### config.mk
export PLATFORM = sky130hd
export DESIGN_NAME = rf_input_supervisor_flat
export DESIGN_NICKNAME = d
export VERILOG_FILES = /design/src/rtl/rf_input_supervisor_if.sv /design/src/rtl/rf_input_supervisor.sv /design/src/flat_wrapper.sv
export SDC_FILE = /design/constraint.sdc
export NUM_CORES = 1
export LEC_CHECK = 0
export CAP_MARGIN = 20
export CORE_MARGIN = 5
export CORE_UTILIZATION = 25
export CTS_CLUSTER_SIZE = 25
export DETAILED_ROUTE_END_ITERATION = 8
export REMOVE_ABC_BUFFERS = 1
export SYNTH_ARGS = -nofsm -noshare
export SYNTH_HDL_FRONTEND = slang
export SYNTH_SLANG_ARGS = --single-unit
### constraint.sdc
create_clock -name clock -period 4.2 [get_ports clock]
set_input_delay 0.63 -clock clock [delete_from_list [all_inputs] [get_ports clock]]
set_output_delay 0.63 -clock clock [all_outputs]
set_load 0.02 [all_outputs]
### src/rtl/rf_input_supervisor_if.sv
// Bundle of control, bitstream and status signals between the system side
// and the RF input supervisor.
`timescale 1ns/1ps
interface rf_input_supervisor_if #(
    parameter int unsigned WINDOW_LOG2 = 12
);
    logic                          enable;
    logic                          bit_in;
    logic                          overload_clear;
    logic                          frontend_sreset;
    logic                          ready;
    logic signed [WINDOW_LOG2+1:0] dc_offset;
    logic                          dc_valid;
    logic                          overload;
    logic                          fault;
    logic [2:0]                    state;

    modport master (
        output enable, bit_in, overload_clear,
        input  frontend_sreset, ready, dc_offset, dc_valid, overload, fault, state
    );

    modport slave (
        input  enable, bit_in, overload_clear,
        output frontend_sreset, ready, dc_offset, dc_valid, overload, fault, state
    );
endinterface

### src/rtl/rf_input_supervisor.sv
// Start-up sequencer, DC offset monitor and saturation watchdog for the 1-bit
// sigma-delta RF input. Restarts the front end on overload and latches FAULT
// after too many consecutive restarts.
`timescale 1ns/1ps
module rf_input_supervisor #(
    parameter int unsigned HOLD_CYCLES   = 16,
    parameter int unsigned SETTLE_CYCLES = 4096,
    parameter int unsigned WINDOW_LOG2   = 12,
    parameter int unsigned RUN_LIMIT     = 64,
    parameter int unsigned MAX_RETRIES   = 3
) (
    input logic                 clock,
    input logic                 clock_areset_n,
    rf_input_supervisor_if.slave bus
);
    localparam int unsigned PHASE_MAX = (HOLD_CYCLES > SETTLE_CYCLES) ? HOLD_CYCLES : SETTLE_CYCLES;
    localparam int unsigned PHASE_W   = $clog2(PHASE_MAX + 1);
    localparam int unsigned RUN_W     = $clog2(RUN_LIMIT + 1);
    localparam int unsigned RETRY_W   = $clog2(MAX_RETRIES + 2);
    localparam int unsigned ACC_W     = WINDOW_LOG2 + 2;

    localparam logic [PHASE_W-1:0] HOLD_LAST   = PHASE_W'(HOLD_CYCLES - 1);
    localparam logic [PHASE_W-1:0] SETTLE_LAST = PHASE_W'(SETTLE_CYCLES - 1);
    localparam logic [RUN_W-1:0]   RUN_LIM_V   = RUN_W'(RUN_LIMIT);
    localparam logic [RETRY_W-1:0] MAX_RETRY_V = RETRY_W'(MAX_RETRIES);

    typedef enum logic [2:0] {
        StIdle    = 3'd0,
        StHold    = 3'd1,
        StSettle  = 3'd2,
        StMeasure = 3'd3,
        StRun     = 3'd4,
        StFault   = 3'd5
    } state_e;

    state_e                    state_q, state_d;
    logic [PHASE_W-1:0]        phase_q, phase_d;
    logic [WINDOW_LOG2-1:0]    win_q, win_d;
    logic signed [ACC_W-1:0]   acc_q, acc_d;
    logic [RUN_W-1:0]          run_q, run_d;
    logic                      prev_q, prev_d;
    logic [RETRY_W-1:0]        retry_q, retry_d;
    logic signed [ACC_W-1:0]   offset_q, offset_d;
    logic                      valid_q, valid_d;
    logic                      overload_q, overload_d;
    logic                      sreset_q, ready_q, fault_q;

    logic signed [ACC_W-1:0]   acc_next;
    logic [RUN_W-1:0]          run_next;
    logic [RETRY_W-1:0]        retry_inc;

    // Per-sample helpers: accumulator step, run length (0 means no previous sample)
    assign acc_next  = acc_q + (bus.bit_in ? ACC_W'(1) : {ACC_W{1'b1}});
    assign run_next  = (run_q == '0 || bus.bit_in != prev_q) ? RUN_W'(1) : run_q + RUN_W'(1);
    assign retry_inc = retry_q + RETRY_W'(1);

    // Next-state, counters and measurement results
    always_comb begin
        state_d    = state_q;
        phase_d    = phase_q;
        win_d      = win_q;
        acc_d      = acc_q;
        run_d      = run_q;
        prev_d     = prev_q;
        retry_d    = retry_q;
        offset_d   = offset_q;
        valid_d    = 1'b0;
        overload_d = overload_q & ~bus.overload_clear;

        if (!bus.enable) begin
            state_d = StIdle;
            phase_d = '0;
            win_d   = '0;
            acc_d   = '0;
            run_d   = '0;
            retry_d = '0;
        end else begin
            unique case (state_q)
                StIdle: begin
                    state_d = StHold;
                    phase_d = '0;
                end
                StHold: begin
                    if (phase_q == HOLD_LAST) begin
                        state_d = StSettle;
                        phase_d = '0;
                    end else begin
                        phase_d = phase_q + PHASE_W'(1);
                    end
                end
                StSettle: begin
                    if (phase_q == SETTLE_LAST) begin
                        state_d = StMeasure;
                        phase_d = '0;
                    end else begin
                        phase_d = phase_q + PHASE_W'(1);
                    end
                end
                StMeasure, StRun: begin
                    prev_d = bus.bit_in;
                    run_d  = run_next;
                    win_d  = win_q + WINDOW_LOG2'(1);
                    acc_d  = acc_next;
                    // Overload takes precedence over a coincident window end
                    if (run_next == RUN_LIM_V) begin
                        overload_d = 1'b1;
                        retry_d    = retry_inc;
                        state_d    = (retry_inc <= MAX_RETRY_V) ? StHold : StFault;
                        win_d      = '0;
                        acc_d      = '0;
                        run_d      = '0;
                    end else if (win_q == '1) begin
                        offset_d = acc_next;
                        valid_d  = 1'b1;
                        acc_d    = '0;
                        state_d  = StRun;
                        if (state_q == StMeasure) begin
                            retry_d = '0;
                        end
                    end
                end
                StFault: begin
                    state_d = StFault;
                end
                default: begin
                    state_d = StIdle;
                end
            endcase
        end
    end

    // State and registered outputs; decoded outputs follow the next state
    always_ff @(posedge clock or negedge clock_areset_n) begin
        if (!clock_areset_n) begin
            state_q    <= StIdle;
            phase_q    <= '0;
            win_q      <= '0;
            acc_q      <= '0;
            run_q      <= '0;
            prev_q     <= 1'b0;
            retry_q    <= '0;
            offset_q   <= '0;
            valid_q    <= 1'b0;
            overload_q <= 1'b0;
            sreset_q   <= 1'b1;
            ready_q    <= 1'b0;
            fault_q    <= 1'b0;
        end else begin
            state_q    <= state_d;
            phase_q    <= phase_d;
            win_q      <= win_d;
            acc_q      <= acc_d;
            run_q      <= run_d;
            prev_q     <= prev_d;
            retry_q    <= retry_d;
            offset_q   <= offset_d;
            valid_q    <= valid_d;
            overload_q <= overload_d;
            sreset_q   <= (state_d == StIdle) || (state_d == StHold) || (state_d == StFault);
            ready_q    <= (state_d == StRun);
            fault_q    <= (state_d == StFault);
        end
    end

    assign bus.state           = state_q;
    assign bus.frontend_sreset = sreset_q;
    assign bus.ready           = ready_q;
    assign bus.dc_offset       = offset_q;
    assign bus.dc_valid        = valid_q;
    assign bus.overload        = overload_q;
    assign bus.fault           = fault_q;
endmodule

### src/flat_wrapper.sv
// flat-port wrapper written by rule: the top's interface ports become plain ports
module rf_input_supervisor_flat 
#(
    parameter int unsigned HOLD_CYCLES   = 16,
    parameter int unsigned SETTLE_CYCLES = 4096,
    parameter int unsigned WINDOW_LOG2   = 12,
    parameter int unsigned RUN_LIMIT     = 64,
    parameter int unsigned MAX_RETRIES   = 3
)
  (clock, clock_areset_n, bus_enable, bus_bit_in, bus_overload_clear, bus_frontend_sreset, bus_ready, bus_dc_offset, bus_dc_valid, bus_overload, bus_fault, bus_state);
  rf_input_supervisor_if #(.WINDOW_LOG2(WINDOW_LOG2)) bus_i ();
  input logic clock;
  input logic clock_areset_n;
  input wire logic [$bits(bus_i.enable)-1:0] bus_enable;
  input wire logic [$bits(bus_i.bit_in)-1:0] bus_bit_in;
  input wire logic [$bits(bus_i.overload_clear)-1:0] bus_overload_clear;
  output wire logic [$bits(bus_i.frontend_sreset)-1:0] bus_frontend_sreset;
  output wire logic [$bits(bus_i.ready)-1:0] bus_ready;
  output wire logic [$bits(bus_i.dc_offset)-1:0] bus_dc_offset;
  output wire logic [$bits(bus_i.dc_valid)-1:0] bus_dc_valid;
  output wire logic [$bits(bus_i.overload)-1:0] bus_overload;
  output wire logic [$bits(bus_i.fault)-1:0] bus_fault;
  output wire logic [$bits(bus_i.state)-1:0] bus_state;
  assign bus_i.enable = bus_enable;
  assign bus_i.bit_in = bus_bit_in;
  assign bus_i.overload_clear = bus_overload_clear;
  assign bus_frontend_sreset = bus_i.frontend_sreset;
  assign bus_ready = bus_i.ready;
  assign bus_dc_offset = bus_i.dc_offset;
  assign bus_dc_valid = bus_i.dc_valid;
  assign bus_overload = bus_i.overload;
  assign bus_fault = bus_i.fault;
  assign bus_state = bus_i.state;
  rf_input_supervisor #(.HOLD_CYCLES(HOLD_CYCLES), .SETTLE_CYCLES(SETTLE_CYCLES), .WINDOW_LOG2(WINDOW_LOG2), .RUN_LIMIT(RUN_LIMIT), .MAX_RETRIES(MAX_RETRIES)) u_core (.clock(clock), .clock_areset_n(clock_areset_n), .bus(bus_i));
endmodule
==> out/results.txt <==
Synth area leader: dfrtp_1
Sw Ratio: 0.2299
Worst Tran Pin Value: 841.6 ps
Number of port buffers: 26
DR pass1 iterations: 4
Data arrival, critical path: 3390 ps
Diode count: 0
Period minus WS final: 3169 ps
Antenna violation net count after detailed routing: 0
Number of synthesized flops with an enable pin: 0
Std-Cell Rows: 47
Post-CTS sizing: 0
Comb pwr share: 0.043
Fill cell total of the finished layout: 1695
Crit path DRT: 4420 ps
Chip area: 19440 µm²
Core area: 16520 µm²
Max FO, Critical Path: 13
Maximum clock path buffer count: 2
Power per cell area: 311.5 nW/µm²
Leakage power: 2.224 nW
All-Layer GR Usage: 0.09944
Worst VDD drop: 0.2044 mV
Top cells excl fill/tap: 71 x dfrtp_1, 44 x nor2_1, 31 x nand2_1
Largest cells by area after synthesis: dfrtp_1 42%, ha_1 5.4%, nor2_1 3.9%, xor2_1 3.3%, mux2_4 3.2%
Syn Area/Cell: 10.07 µm²
Synth Cell Area: 4188 µm²
Nets: 470
Fraction of layout cells with a size suffix above 1: 0.1131
Routed WL per cell: 13.67 µm
Num CTS Buffers: 9
Die height: 139.4 µm
Synth async-reset ratio: 1.000
Vias: 3224
Total Neg Setup Slack: 0 ps
Flop pwr share: 0.451
Switching pwr: 0.3570 mW
Total grt overflow: 0
Root Buffer: clkbuf_16
Final number of setup-violating endpoints: 0
Hold crit path type: in2async
Pre-Place Util: 0.2534
Postcts setup bufs: 0
Synth cell count leaders: 71 x dfrtp_1, 44 x nor2_1, 31 x nand2_1, 21 x a21oi_1, 18 x ha_1
Cells after Synth: 416
Clock transition at path regs: 60 ps
GP Congestion: 0.7985
Slew Limit Fails: 0
Global-route wire length before repair: 15880 µm
Sinks on Clock Net: 72
Max capacitance violation total: 0
Synth top cell by count: dfrtp_1
Ports: 27
RSZ-0062 raised after global routing: no
Crit path launch type: input pin
Clock network power share: 0.506
Worst-Skew Late Latency: 340 ps
Die x size: 139.4 µm
Largest net degree at the start of global routing: 54
Most numerous logic cell after layout: dfrtp_1
Relative slew slack: 0.4359
Vias in the first global route: 3299
Top_reg_cell synth: dfrtp_1
Synth cell types: 67
Maximum clock rate: 0.3156 GHz
Chip area line of the yosys report: 4188 µm²
Fin. Hold Viols: 0
Outcome: completed
DR vias/cell: 4.805
Clk_skew: 11.81 ps
Pwr Total: 1.553 mW
DRC Markers: 0
Yosys reg bits: 72
Initial DRC Count: 136
DP Wirelength: 6502 µm
Area share, top type: 0.4243
CTS H-Tree Depth: 3
CTS tree: done
Tool warnings: 27
Final period util: 0.7545
Area grow syn2layout: 19.03%
Yosys warning total: 0
Critical path class: in2reg
Critical Path End Type: register
Post-synth seq share: 0.4305
Drt total wl: 9170 µm
Antenna violations before repair: 0
Internal power: 1.196 mW
Hold Buf Count CTS: 0
Yosys cell count: 416
worst paths after layout:
path / from / endpoint / slack, ps / cells after the start
worst min register to register: u_core.acc_q[13]$_DFFE_PN0P_ / u_core.acc_q[13]$_DFFE_PN0P_ / 510 / 2
worst max register to register: u_core.bus.state[0]$_DFF_PN0_ / u_core.acc_q[9]$_DFFE_PN0P_ / 1630 / 6
min in group clock: u_core.acc_q[13]$_DFFE_PN0P_ / u_core.acc_q[13]$_DFFE_PN0P_ / 510 / 2
max in group asynchronous: clock_areset_n / u_core.run_q[1]$_DFFE_PN0P_ / 2960 / 2
worst max-delay path: bus_bit_in / u_core.bus.dc_offset[12]$_DFFE_PN0P_ / 1030 / 9
worst min-delay path: clock_areset_n / u_core.acc_q[5]$_DFFE_PN0P_ / 220 / 1
routing by layer:
| layer | track usage | vias up | part of all wire |
|---|---|---|---|
| met5 | 0 | - | 0 |
| met4 | 0.03656 | 0 | 0.016 |
| met3 | 0.03156 | 10 | 0.039 |
| met2 | 0.1656 | 41 | 0.48 |
| met1 | 0.1207 | 1602 | 0.46 |
| li1 | - | 1571 | - |
worst max-delay path, stage by stage:
cell and delay (ps):
clkdlybuf4s50_1 600, inv_1 290, ha_1 420, nor2b_1 160, o31a_1 280, nor3_1 350, o21ai_0 190, xor2_1 180
mux2_4 270
registers in the layout, indices dropped and copies added (netlist names):
register	cells
u_core.run_q	7
u_core.retry_q	3
u_core.bus.frontend_sreset	1
u_core.prev_q	1
u_core.phase_q	13
u_core.win_q	12
u_core.bus.fault	1
u_core.bus.overload	1
u_core.bus.dc_valid	1
u_core.bus.dc_offset	14
u_core.acc_q	14
u_core.bus.state	3
u_core.bus.ready	1
layout make-up:
class                      count  area [µm²]  share of cell area
clock inverter                 6       66.31             0.01330
timing repair buffer          29       277.8             0.05572
multi-input combinational    318        2263              0.4541
sequential                    72        1803              0.3617
tap                          220       275.3             0.05522
clock buffer                  10       239.0             0.04794
inverter                      16       60.06             0.01205
power groups by stage:
stage / Combinational [mW] / Sequential, mW / Clock [mW]
6_report: 0.0673 / 0.701 / 0.785
2_1_floorplan: 0.0340 / 0.712 / 0
4_1_cts: 0.0689 / 0.700 / 0.808
5_1_grt: 0.0770 / 0.700 / 0.839
3_5_place_dp: 0.0687 / 0.713 / 0
3_3_place_gp: 0.0664 / 0.713 / 0
per-stage QoR:
step           cell area (µm²)  setup slack [ps]  hold WS [ps]  utilization  std cells
2_1_floorplan             4126              1664         334.4            -        406
3_3_place_gp              4679             748.2         485.5       0.2832        655
3_5_place_dp              4679             700.4         495.5       0.2832        655
4_1_cts                   4985              1028         226.1       0.3017        671
5_1_grt                   4985             854.1         261.1       0.3017        671
6_report                  4985              1031         222.6       0.3017        671
kinds of logic after synthesis:
group	after synthesis	synth area share
mux	18	0.05527
xor+xnor	31	0.06663
fa+ha+maj	19	0.05856
flops	72	0.4305
compound gates	94	0.1569
simple gates	156	0.2032
buf+inv	26	0.02898
Figure 1. Routed clock nets over the placement.
The bar under the picture is 50 µm long.
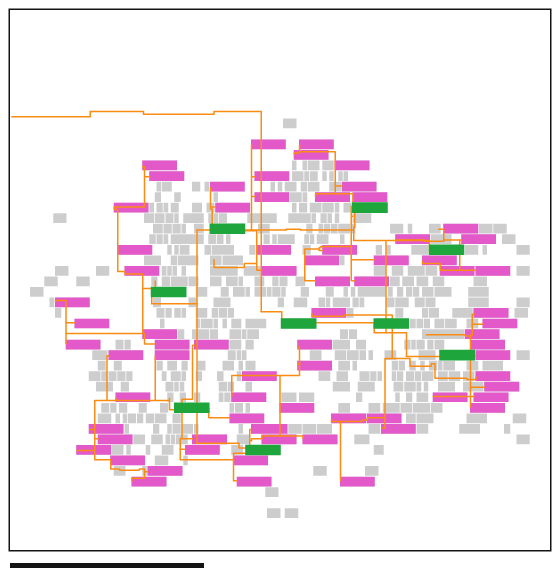
Key: flip-flops = magenta [count 72]; clock drivers = green [count 9]; clock wires = orange [length 1100 µm]
There are 10 routed clock nets.

Figure 2. Pin map.
Pins as bars across the die edge, other pins in gray.
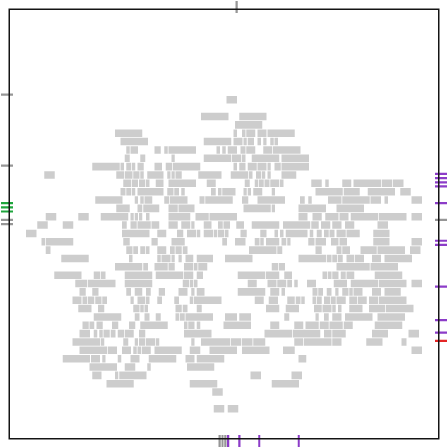
Key: clock_areset_n = red [pins 1, direction input, edge right]; bus_dc_offset = purple [pins 14, direction output, edge 10 right, 4 bottom]; bus_state = green [pins 3, direction output, edge left]

Figure 3. Routed metal, one color a layer.
The bar under the picture is 50 µm long.
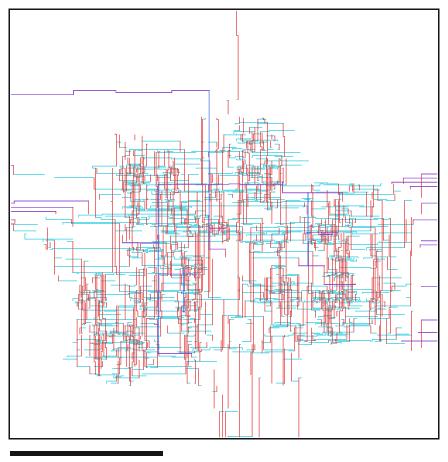
Key: metal 4 = blue [wire length 145 µm]; metal 2 = red [wire length 4430 µm]; metal 3 = purple [wire length 363 µm]; metal 1 = cyan [wire length 4240 µm]

Figure 4. Track usage over the die.
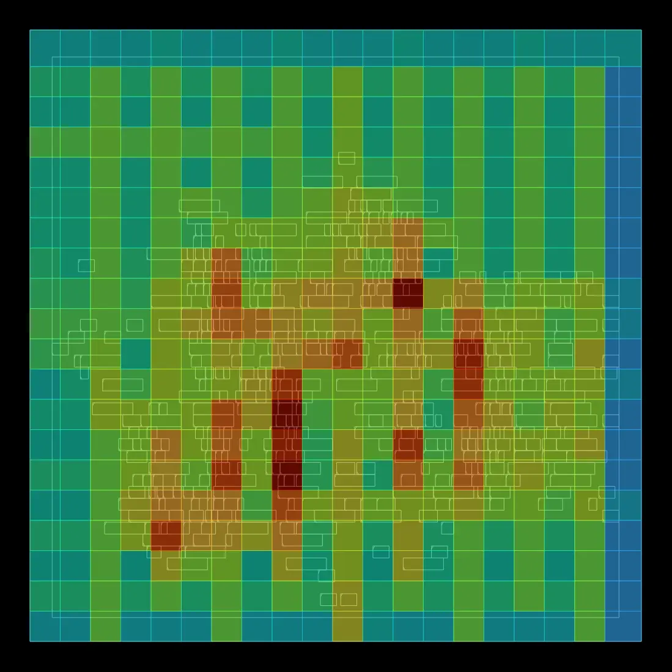
grt peak-use layer: met2
M2 GR Usage: 0.1656
final core utilization: 0.3017
grt met3 use: 0.03156

No activity file was given, so power comes from the tool's default toggle rates.
